--- src/rtl/exe_operand_stage_if.sv ---
// Bundle of the decode-side, hazard-side and execute-side signals of
// exe_operand_stage.
//   master : environment side (decode, EX/MEM feedback, EX consumer)
//   slave  : the operand stage itself
// Decode side : in_valid/in_ready handshake plus instruction fields
// Hazard side : ex_* / mem_* destination info and results, flush
// EX side     : out_valid/out_ready handshake plus operands and passthroughs
interface exe_operand_stage_if;
    logic        in_valid;
    logic        in_ready;
    logic [31:0] in_pc;
    logic [4:0]  in_rs1_addr;
    logic [4:0]  in_rs2_addr;
    logic [31:0] in_rs1_data;
    logic [31:0] in_rs2_data;
    logic [31:0] in_imm;
    logic [1:0]  in_op1_sel;
    logic [1:0]  in_op2_sel;
    logic [3:0]  in_alu_op;
    logic        in_store;
    logic [4:0]  in_rd_addr;
    logic        in_rd_wen;

    logic [4:0]  ex_rd_addr;
    logic        ex_rd_wen;
    logic        ex_is_load;
    logic [31:0] ex_result;
    logic [4:0]  mem_rd_addr;
    logic        mem_rd_wen;
    logic [31:0] mem_result;
    logic        flush;

    logic        out_valid;
    logic        out_ready;
    logic [31:0] oper1;
    logic [31:0] oper2;
    logic [3:0]  alu_op;
    logic [31:0] store_data;
    logic [31:0] out_pc;
    logic [4:0]  out_rd_addr;
    logic        out_rd_wen;
    logic        out_store;

    modport master (
        output in_valid, in_pc, in_rs1_addr, in_rs2_addr, in_rs1_data,
               in_rs2_data, in_imm, in_op1_sel, in_op2_sel, in_alu_op,
               in_store, in_rd_addr, in_rd_wen,
               ex_rd_addr, ex_rd_wen, ex_is_load, ex_result,
               mem_rd_addr, mem_rd_wen, mem_result, flush, out_ready,
        input  in_ready, out_valid, oper1, oper2, alu_op, store_data,
               out_pc, out_rd_addr, out_rd_wen, out_store
    );

    modport slave (
        input  in_valid, in_pc, in_rs1_addr, in_rs2_addr, in_rs1_data,
               in_rs2_data, in_imm, in_op1_sel, in_op2_sel, in_alu_op,
               in_store, in_rd_addr, in_rd_wen,
               ex_rd_addr, ex_rd_wen, ex_is_load, ex_result,
               mem_rd_addr, mem_rd_wen, mem_result, flush, out_ready,
        output in_ready, out_valid, oper1, oper2, alu_op, store_data,
               out_pc, out_rd_addr, out_rd_wen, out_store
    );
endinterface

--- src/rtl/exe_operand_stage.sv ---
// Decode-to-execute pipeline register. Builds ALU operands with EX/MEM
// forwarding, inserts one bubble on a load-use hazard, and squashes on flush.
// Ports:
//   clk  : single clock, rising edge
//   rst  : synchronous active-high reset
//   bus  : exe_operand_stage_if.slave (decode handshake, EX/MEM feedback,
//          flush, execute handshake, operands and passthrough fields)
module exe_operand_stage (
    input logic              clk,
    input logic              rst,
    exe_operand_stage_if.slave bus
);

    logic        out_valid_q;
    logic [31:0] oper1_q;
    logic [31:0] oper2_q;
    logic [3:0]  alu_op_q;
    logic [31:0] store_data_q;
    logic [31:0] out_pc_q;
    logic [4:0]  out_rd_addr_q;
    logic        out_rd_wen_q;
    logic        out_store_q;

    logic [31:0] fwd_rs1;
    logic [31:0] fwd_rs2;
    logic        rs1_used;
    logic        rs2_used;
    logic        hazard;
    logic        load;
    logic [31:0] oper1_d;
    logic [31:0] oper2_d;

    // A load in EX has no result yet, so it is excluded from EX forwarding;
    // that case is covered by the load-use bubble instead.
    function automatic logic [31:0] fwd_value(
        input logic [4:0]  src,
        input logic [31:0] rf_data,
        input logic [4:0]  ex_rd,
        input logic        ex_wen,
        input logic        ex_load,
        input logic [31:0] ex_res,
        input logic [4:0]  mem_rd,
        input logic        mem_wen,
        input logic [31:0] mem_res
    );
        logic [31:0] v;
        if (src == 5'd0)
            v = 32'd0;
        else if (ex_wen && ex_rd == src && !ex_load)
            v = ex_res;
        else if (mem_wen && mem_rd == src)
            v = mem_res;
        else
            v = rf_data;
        return v;
    endfunction

    always_comb begin
        fwd_rs1 = fwd_value(bus.in_rs1_addr, bus.in_rs1_data, bus.ex_rd_addr,
                            bus.ex_rd_wen, bus.ex_is_load, bus.ex_result,
                            bus.mem_rd_addr, bus.mem_rd_wen, bus.mem_result);
        fwd_rs2 = fwd_value(bus.in_rs2_addr, bus.in_rs2_data, bus.ex_rd_addr,
                            bus.ex_rd_wen, bus.ex_is_load, bus.ex_result,
                            bus.mem_rd_addr, bus.mem_rd_wen, bus.mem_result);

        rs1_used = (bus.in_op1_sel == 2'd0);
        rs2_used = (bus.in_op2_sel == 2'd0) || bus.in_store;

        hazard = bus.in_valid && bus.ex_is_load && bus.ex_rd_wen &&
                 (bus.ex_rd_addr != 5'd0) &&
                 ((rs1_used && bus.ex_rd_addr == bus.in_rs1_addr) ||
                  (rs2_used && bus.ex_rd_addr == bus.in_rs2_addr));

        load = bus.out_ready || !out_valid_q;

        unique case (bus.in_op1_sel)
            2'd0:    oper1_d = fwd_rs1;
            2'd1:    oper1_d = bus.in_pc;
            default: oper1_d = 32'd0;
        endcase

        unique case (bus.in_op2_sel)
            2'd0:    oper2_d = fwd_rs2;
            2'd1:    oper2_d = bus.in_imm;
            2'd2:    oper2_d = 32'd4;
            default: oper2_d = 32'd0;
        endcase
    end

    // Flush always frees the stage, even when EX is stalled or a hazard is seen.
    assign bus.in_ready = !rst && (bus.flush || (load && !hazard));

    always_ff @(posedge clk) begin
        if (rst) begin
            out_valid_q   <= 1'b0;
            oper1_q       <= 32'd0;
            oper2_q       <= 32'd0;
            alu_op_q      <= 4'd0;
            store_data_q  <= 32'd0;
            out_pc_q      <= 32'd0;
            out_rd_addr_q <= 5'd0;
            out_rd_wen_q  <= 1'b0;
            out_store_q   <= 1'b0;
        end else if (bus.flush) begin
            out_valid_q <= 1'b0;
        end else if (load && hazard) begin
            out_valid_q <= 1'b0;
        end else if (load) begin
            out_valid_q <= bus.in_valid;
            if (bus.in_valid) begin
                oper1_q       <= oper1_d;
                oper2_q       <= oper2_d;
                alu_op_q      <= bus.in_alu_op;
                store_data_q  <= fwd_rs2;
                out_pc_q      <= bus.in_pc;
                out_rd_addr_q <= bus.in_rd_addr;
                out_rd_wen_q  <= bus.in_rd_wen;
                out_store_q   <= bus.in_store;
            end
        end
    end

    assign bus.out_valid   = out_valid_q;
    assign bus.oper1       = oper1_q;
    assign bus.oper2       = oper2_q;
    assign bus.alu_op      = alu_op_q;
    assign bus.store_data  = store_data_q;
    assign bus.out_pc      = out_pc_q;
    assign bus.out_rd_addr = out_rd_addr_q;
    assign bus.out_rd_wen  = out_rd_wen_q;
    assign bus.out_store   = out_store_q;

endmodule
--- src/flat_wrapper.sv ---
// flat-port wrapper written by rule: the top's interface ports become plain ports
module exe_operand_stage_flat 
  (clk, rst, bus_in_valid, bus_in_pc, bus_in_rs1_addr, bus_in_rs2_addr, bus_in_rs1_data, bus_in_rs2_data, bus_in_imm, bus_in_op1_sel, bus_in_op2_sel, bus_in_alu_op, bus_in_store, bus_in_rd_addr, bus_in_rd_wen, bus_ex_rd_addr, bus_ex_rd_wen, bus_ex_is_load, bus_ex_result, bus_mem_rd_addr, bus_mem_rd_wen, bus_mem_result, bus_flush, bus_out_ready, bus_in_ready, bus_out_valid, bus_oper1, bus_oper2, bus_alu_op, bus_store_data, bus_out_pc, bus_out_rd_addr, bus_out_rd_wen, bus_out_store);
  exe_operand_stage_if bus_i ();
  input logic clk;
  input logic rst;
  input wire logic [$bits(bus_i.in_valid)-1:0] bus_in_valid;
  input wire logic [$bits(bus_i.in_pc)-1:0] bus_in_pc;
  input wire logic [$bits(bus_i.in_rs1_addr)-1:0] bus_in_rs1_addr;
  input wire logic [$bits(bus_i.in_rs2_addr)-1:0] bus_in_rs2_addr;
  input wire logic [$bits(bus_i.in_rs1_data)-1:0] bus_in_rs1_data;
  input wire logic [$bits(bus_i.in_rs2_data)-1:0] bus_in_rs2_data;
  input wire logic [$bits(bus_i.in_imm)-1:0] bus_in_imm;
  input wire logic [$bits(bus_i.in_op1_sel)-1:0] bus_in_op1_sel;
  input wire logic [$bits(bus_i.in_op2_sel)-1:0] bus_in_op2_sel;
  input wire logic [$bits(bus_i.in_alu_op)-1:0] bus_in_alu_op;
  input wire logic [$bits(bus_i.in_store)-1:0] bus_in_store;
  input wire logic [$bits(bus_i.in_rd_addr)-1:0] bus_in_rd_addr;
  input wire logic [$bits(bus_i.in_rd_wen)-1:0] bus_in_rd_wen;
  input wire logic [$bits(bus_i.ex_rd_addr)-1:0] bus_ex_rd_addr;
  input wire logic [$bits(bus_i.ex_rd_wen)-1:0] bus_ex_rd_wen;
  input wire logic [$bits(bus_i.ex_is_load)-1:0] bus_ex_is_load;
  input wire logic [$bits(bus_i.ex_result)-1:0] bus_ex_result;
  input wire logic [$bits(bus_i.mem_rd_addr)-1:0] bus_mem_rd_addr;
  input wire logic [$bits(bus_i.mem_rd_wen)-1:0] bus_mem_rd_wen;
  input wire logic [$bits(bus_i.mem_result)-1:0] bus_mem_result;
  input wire logic [$bits(bus_i.flush)-1:0] bus_flush;
  input wire logic [$bits(bus_i.out_ready)-1:0] bus_out_ready;
  output wire logic [$bits(bus_i.in_ready)-1:0] bus_in_ready;
  output wire logic [$bits(bus_i.out_valid)-1:0] bus_out_valid;
  output wire logic [$bits(bus_i.oper1)-1:0] bus_oper1;
  output wire logic [$bits(bus_i.oper2)-1:0] bus_oper2;
  output wire logic [$bits(bus_i.alu_op)-1:0] bus_alu_op;
  output wire logic [$bits(bus_i.store_data)-1:0] bus_store_data;
  output wire logic [$bits(bus_i.out_pc)-1:0] bus_out_pc;
  output wire logic [$bits(bus_i.out_rd_addr)-1:0] bus_out_rd_addr;
  output wire logic [$bits(bus_i.out_rd_wen)-1:0] bus_out_rd_wen;
  output wire logic [$bits(bus_i.out_store)-1:0] bus_out_store;
  assign bus_i.in_valid = bus_in_valid;
  assign bus_i.in_pc = bus_in_pc;
  assign bus_i.in_rs1_addr = bus_in_rs1_addr;
  assign bus_i.in_rs2_addr = bus_in_rs2_addr;
  assign bus_i.in_rs1_data = bus_in_rs1_data;
  assign bus_i.in_rs2_data = bus_in_rs2_data;
  assign bus_i.in_imm = bus_in_imm;
  assign bus_i.in_op1_sel = bus_in_op1_sel;
  assign bus_i.in_op2_sel = bus_in_op2_sel;
  assign bus_i.in_alu_op = bus_in_alu_op;
  assign bus_i.in_store = bus_in_store;
  assign bus_i.in_rd_addr = bus_in_rd_addr;
  assign bus_i.in_rd_wen = bus_in_rd_wen;
  assign bus_i.ex_rd_addr = bus_ex_rd_addr;
  assign bus_i.ex_rd_wen = bus_ex_rd_wen;
  assign bus_i.ex_is_load = bus_ex_is_load;
  assign bus_i.ex_result = bus_ex_result;
  assign bus_i.mem_rd_addr = bus_mem_rd_addr;
  assign bus_i.mem_rd_wen = bus_mem_rd_wen;
  assign bus_i.mem_result = bus_mem_result;
  assign bus_i.flush = bus_flush;
  assign bus_i.out_ready = bus_out_ready;
  assign bus_in_ready = bus_i.in_ready;
  assign bus_out_valid = bus_i.out_valid;
  assign bus_oper1 = bus_i.oper1;
  assign bus_oper2 = bus_i.oper2;
  assign bus_alu_op = bus_i.alu_op;
  assign bus_store_data = bus_i.store_data;
  assign bus_out_pc = bus_i.out_pc;
  assign bus_out_rd_addr = bus_i.out_rd_addr;
  assign bus_out_rd_wen = bus_i.out_rd_wen;
  assign bus_out_store = bus_i.out_store;
  exe_operand_stage u_core (.clk(clk), .rst(rst), .bus(bus_i));
endmodule
--- config.mk ---
export PLATFORM = sky130hd
export DESIGN_NAME = exe_operand_stage_flat
export DESIGN_NICKNAME = d
export VERILOG_FILES = /design/src/rtl/exe_operand_stage_if.sv /design/src/rtl/exe_operand_stage.sv /design/src/flat_wrapper.sv
export SDC_FILE = /design/constraint.sdc
export NUM_CORES = 1
export LEC_CHECK = 0
export CAP_MARGIN = 10
export CORE_AREA = 2 2 145 147
export DETAILED_ROUTE_END_ITERATION = 8
export DIE_AREA = 0 0 147 149
export PLACE_DENSITY = 0.81
export SLEW_MARGIN = 20
export SYNTH_ARGS = -nofsm -noshare
export SYNTH_HDL_FRONTEND = slang
export SYNTH_SLANG_ARGS = --single-unit
export TNS_END_PERCENT = 10
--- constraint.sdc ---
create_clock -name clk -period 2.61 [get_ports clk]
set_input_delay 0.261 -clock clk [delete_from_list [all_inputs] [get_ports clk]]
set_output_delay 0.261 -clock clk [all_outputs]
set_load 0.005 [all_outputs]
==> qor.csv, run 1 <==
metric;value;unit
run_status;complete, no violations;
clk_latency;0.42;ns
met3_length;3290;um
yosysTopAreaCell;dfxtp_1;
regArea;0.00280;mm2
topCombFamilyByArea;AND-OR/OR-AND gates;
hold_buffers;0;
cts_buffers;17;
synthTopCellsByArea;dfxtp_1 39%, nand2_1 9.0%, a21oi_1 7.3%;
logic_area;0.00381;mm2
p_leak;4.44;nW
synth-main-ff-cell;dfxtp_1;
final_util;59.5;%
cts_setup_buffers;0;
taps;275;
cpPeakStageDelay;0.46;ns
warnings;26;
seq_power_share;36.3;%
synth-edff-count;0;
synth_top_cell_by_count;nand2_1;
clkCellAreaFrac;5.31;%
p_sw;1.61;mW
grt_pass1_wl;51800;um
io_buffer_count;375;
cts_resized;4;
dp_hpwl;27300;um
yosys.area_share.simple;20.0;%
grt_use_total;31.4;%
dpl_cell_area;0.0116;mm2
buffer_area_share;36.3;%
nClkBuffers;21;
crit_chain;clkdlybuf4s50_1, buf_4, nor2b_1, nor4_2, buf_4, and3_4, nor2_2, a21oi_1, nor2_1, dlygate4sd2_1;
aoi_share;29.1;%
end_kind;output port;
die_x;147;um
critPathArrivalTime;2.24;ns
ys_cells;934;
path_max_fanout;3;
ys_ff;140;
start_kind;input pin;
vdd_drop_max;405;uV
cts.clk_slew.worst_paths;0.06;ns
async_flop_share;0;%
antenna_found_initial;5;
maxSlewViolCount;0;
dieHeight;149;um
cpMostUsedCell;buf_4;
tns;0;ns
area_growth;71.7;%
slew_headroom;54.5;%
synth.top_cell.area_share;39.3;%
yosysSeqAreaShare;39.3;%
comb-power;1.32;mW
ys_types;41;
floorplan.nets;1169;
non_clock_buffer_count;447;
worstMarginPinSlew;0.682;ns
first_global_vias;8790;
syn_inst;934;
wire_per_inst;22.0;um
io_pins;376;
cts_max_level;4;
fin_area;0.0122;mm2
drive_gt1_share;10.2;%
place_congestion;1.01;
syn_area_per_cell;7.63;um2
cell_internal_pwr;4.71;mW
seq_cells;140;
min_path_type;input pin to register;
path_depth;10;
hold-path-cell-count;3;
die_area;0.0219;mm2
clock.fmax;0.400;GHz
power;6.32;mW
core_area;0.0206;mm2
power.density;517;mW/mm2
synth_warnings;0;
grt_max_degree;57;
min_to;u_core.bus.store_data[30];
drc_errors;0;
required;2.35;ns
period_used_share;95.8;%
largest_cell_class;non-clock buffers;
critPathCapture;bus_in_ready;
clock-root-buffer;clkbuf_16;
cp_num_buf_inv;4;
worstReg2RegEnd;u_core.bus.out_rd_wen;
place_ws;-0.266;ns
fa_ha_area_share;0;%
drtIter0Drc;645;
common_cells;171 x nand2_1, 140 x dfxtp_1, 104 x a21oi_1;
cts_max_path_buffers;2;
seq_area_share;22.9;%
rrSetupSlack;0.81;ns
slowest_stage;clkdlybuf4s50_1;
inv_count;46;
mostFrequentLayoutCells;373 x clkdlybuf4s50_1, 171 x nand2_1, 140 x dfxtp_1;
setup_viol;0;
p_clk_share;42.8;%
pwr.group.clock;2.71;mW
antenna_cells;3;
cts.sinks;140;
layout_top_cell;clkdlybuf4s50_1;
swShare;25.4;%
comb_share;31.2;%
cts_tree;done;
grt.busiest_layer;met2;
nNetsFinal;1552;
highest_layer;met5;
ant_nets;0;
firstDrtPassIters;6;
==> run_1/layer_met1.png <==
Supply wires on this layer in gray.
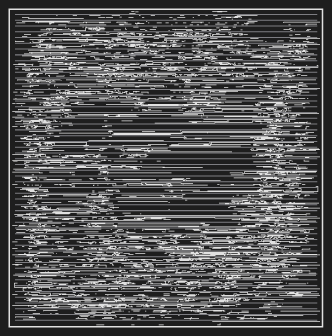
share of all routed wire = 38%
main direction = horizontal
longest straight run = 57.5 um

==> run_1/layer_met2.png <==
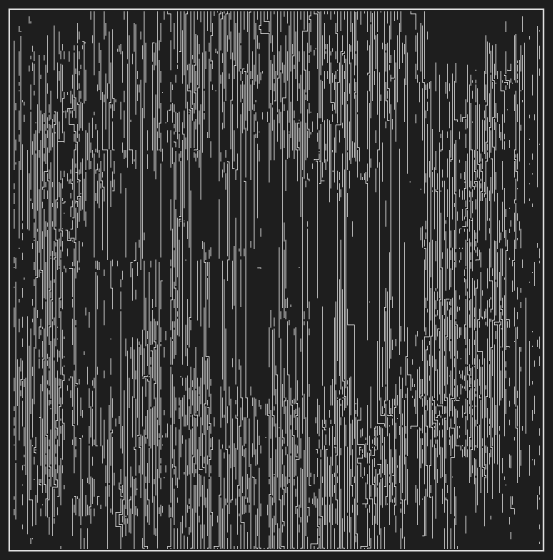
main direction = vertical
nets with wire on the layer = 1349
wire length on this layer = 17300 um
share of all routed wire = 49%
longest straight run = 90.8 um
GR Util met2: 55.3%
final wirelength: 35400 um

==> run_1/layer_met3.png <==
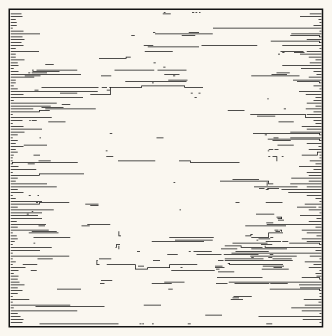
wire length on this layer = 3290 um
longest straight run = 50.8 um
nets with wire on the layer = 326
met3 usage: 8.23%
Vias: 8976

==> inputs of run 2 (changes only) <==
CAP_MARGIN = 30   (was 10)
CTS_CLUSTER_SIZE = 12   (was default)
SLEW_MARGIN = default   (was 20)
==> run_2/layer_met1.png <==
Supply wires on this layer in gray.
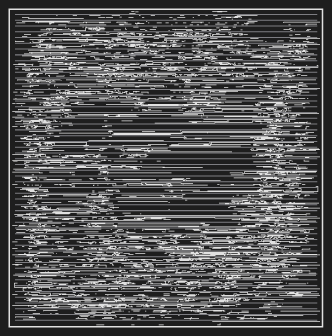
main direction = horizontal
share of all routed wire = 38%

==> run 2 against run 1 <==
Via count is the same. First-iteration DRC count is the same. Sequential share of layout area is the same. Sequential cell count is the same. Wire length is the same. Clock skew is the same. Clock power is essentially flat. Final cell count is the same. Worst setup slack is the same. Critical endpoint unchanged. Synthesized cell count is the same. Highest routed layer unchanged. Global-route usage is the same. Area after synthesis is the same.
==> qor.csv, run 2 <==
metric;value;unit;change
run_status;complete, no violations;;unchanged
cpPeakStageDelay;0.46;ns;about the same
logic_area;0.00381;mm2;unchanged
place_ws;-0.266;ns;unchanged
rows;53;;unchanged
tns;0;ns;unchanged
synth-edff-count;0;;unchanged
mostFrequentLayoutCells;373 x clkdlybuf4s50_1, 171 x nand2_1, 140 x dfxtp_1;;unchanged
swShare;25.4;%;unchanged
met3_length;3290;um;unchanged
syn_inst;934;;unchanged
cts_max_level;4;;unchanged
power.density;517;mW/mm2;unchanged
maxSlewViolCount;0;;unchanged
yosys.area_share.simple;20.0;%;unchanged
min_to;u_core.bus.store_data[30];;unchanged
syn_area_per_cell;7.63;um2;unchanged
die_x;147;um;unchanged
cts.sinks;140;;unchanged
crit_chain;clkdlybuf4s50_1, buf_4, nor2b_1, nor4_2, buf_4, and3_4, nor2_2, a21oi_1, nor2_1, dlygate4sd2_1;;unchanged
grtUsageMet3;8.23;%;unchanged
worstReg2RegEnd;u_core.bus.out_rd_wen;;unchanged
cp_num_buf_inv;4;;unchanged
critPathCapture;bus_in_ready;;unchanged
ant_nets;0;;unchanged
cts.clk_slew.worst_paths;0.06;ns;about the same
core_util_floorplan;34.7;%;unchanged
use_met2;55.3;%;unchanged
seq_power_share;36.3;%;about the same
seq_area_share;22.9;%;unchanged
highest_layer;met5;;unchanged
slowest_stage;clkdlybuf4s50_1;;unchanged
cell_internal_pwr;4.71;mW;unchanged
synthXorXnorAreaFrac;2.21;%;unchanged
critPathArrivalTime;2.24;ns;about the same
place_congestion;1.01;;unchanged
clkCellAreaFrac;5.31;%;unchanged
first_global_vias;8790;;unchanged
met1_usage;35.8;%;unchanged
seq_cells;140;;unchanged
start_kind;input pin;;unchanged
warnings;26;;unchanged
clock.fmax;0.400;GHz;unchanged
hold-path-cell-count;3;;unchanged
final_util;59.5;%;unchanged
firstDrtPassIters;6;;unchanged
fa_ha_area_share;0;%;unchanged
cts_resized;4;;unchanged
drive_gt1_share;10.2;%;unchanged
grt_max_degree;57;;unchanged
min_path_type;input pin to register;;unchanged
floorplan.nets;1169;;unchanged
dpl_cell_area;0.0116;mm2;unchanged
cpMostUsedCell;buf_4;;unchanged
topCombFamilyByArea;AND-OR/OR-AND gates;;unchanged
drtIter0Drc;645;;unchanged
die_area;0.0219;mm2;unchanged
grt_pass1_wl;51800;um;unchanged
layout_top_cell;clkdlybuf4s50_1;;unchanged
fin_area;0.0122;mm2;unchanged
clock-root-buffer;clkbuf_16;;unchanged
pwr.group.clock;2.71;mW;about the same
nNetsFinal;1552;;unchanged
io_buffer_count;375;;unchanged
worstMarginPinSlew;0.682;ns;unchanged
wire_per_inst;22.0;um;unchanged
cts_buffers;17;;unchanged
core_area;0.0206;mm2;unchanged
slew_headroom;54.5;%;unchanged
nClkBuffers;21;;unchanged
cp-startpoint;bus_ex_rd_addr[4];;unchanged
dieHeight;149;um;unchanged
vias;8976;;unchanged
p_clk_share;42.8;%;about the same
area_growth;71.7;%;unchanged
taps;275;;unchanged
yosysSeqAreaShare;39.3;%;unchanged
end_kind;output port;;unchanged
largest_cell_class;non-clock buffers;;unchanged
grt.busiest_layer;met2;;unchanged
cts_tree;done;;unchanged
ys_types;41;;unchanged
setup_viol;0;;unchanged
required;2.35;ns;about the same
path_depth;10;;unchanged
non_clock_buffer_count;447;;unchanged
r2r-start;u_core.bus.out_valid;;unchanged
buffer_area_share;36.3;%;unchanged
vdd_drop_max;405;uV;unchanged
period_used_share;95.8;%;unchanged
routed_wl;35400;um;unchanged
path_max_fanout;3;;unchanged
regArea;0.00280;mm2;unchanged
drc_errors;0;;unchanged
p_sw;1.61;mW;unchanged
ys_cells;934;;unchanged
ys_ff;140;;unchanged
cts_setup_buffers;0;;unchanged
power;6.32;mW;unchanged
io_pins;376;;unchanged
grt_use_total;31.4;%;unchanged
comb_share;31.2;%;unchanged
async_flop_share;0;%;unchanged
aoi_share;29.1;%;unchanged
p_leak;4.44;nW;unchanged
inv_count;46;;unchanged
synth_top_cell_by_count;nand2_1;;unchanged
hold_buffers;0;;unchanged
synthTopCellsByArea;dfxtp_1 39%, nand2_1 9.0%, a21oi_1 7.3%;;unchanged
finalCriticalPeriod;2.50;ns;unchanged
yosysTopAreaCell;dfxtp_1;;unchanged
rrSetupSlack;0.81;ns;about the same
synth.top_cell.area_share;39.3;%;unchanged
common_cells;171 x nand2_1, 140 x dfxtp_1, 104 x a21oi_1;;unchanged
antenna_found_initial;5;;unchanged
dp_hpwl;27300;um;unchanged
cts_max_path_buffers;2;;unchanged
==> run_2/layer_met3.png <==
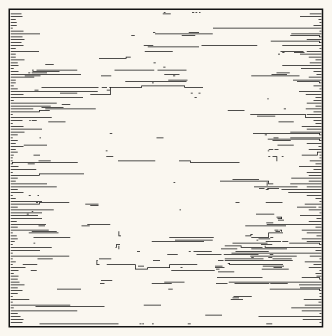
wire length on this layer = 3290 um
main direction = horizontal
nets with wire on the layer = 326
share of all routed wire = 9.3%
longest straight run = 50.8 um

Power is estimated from default activity; no workload was simulated.
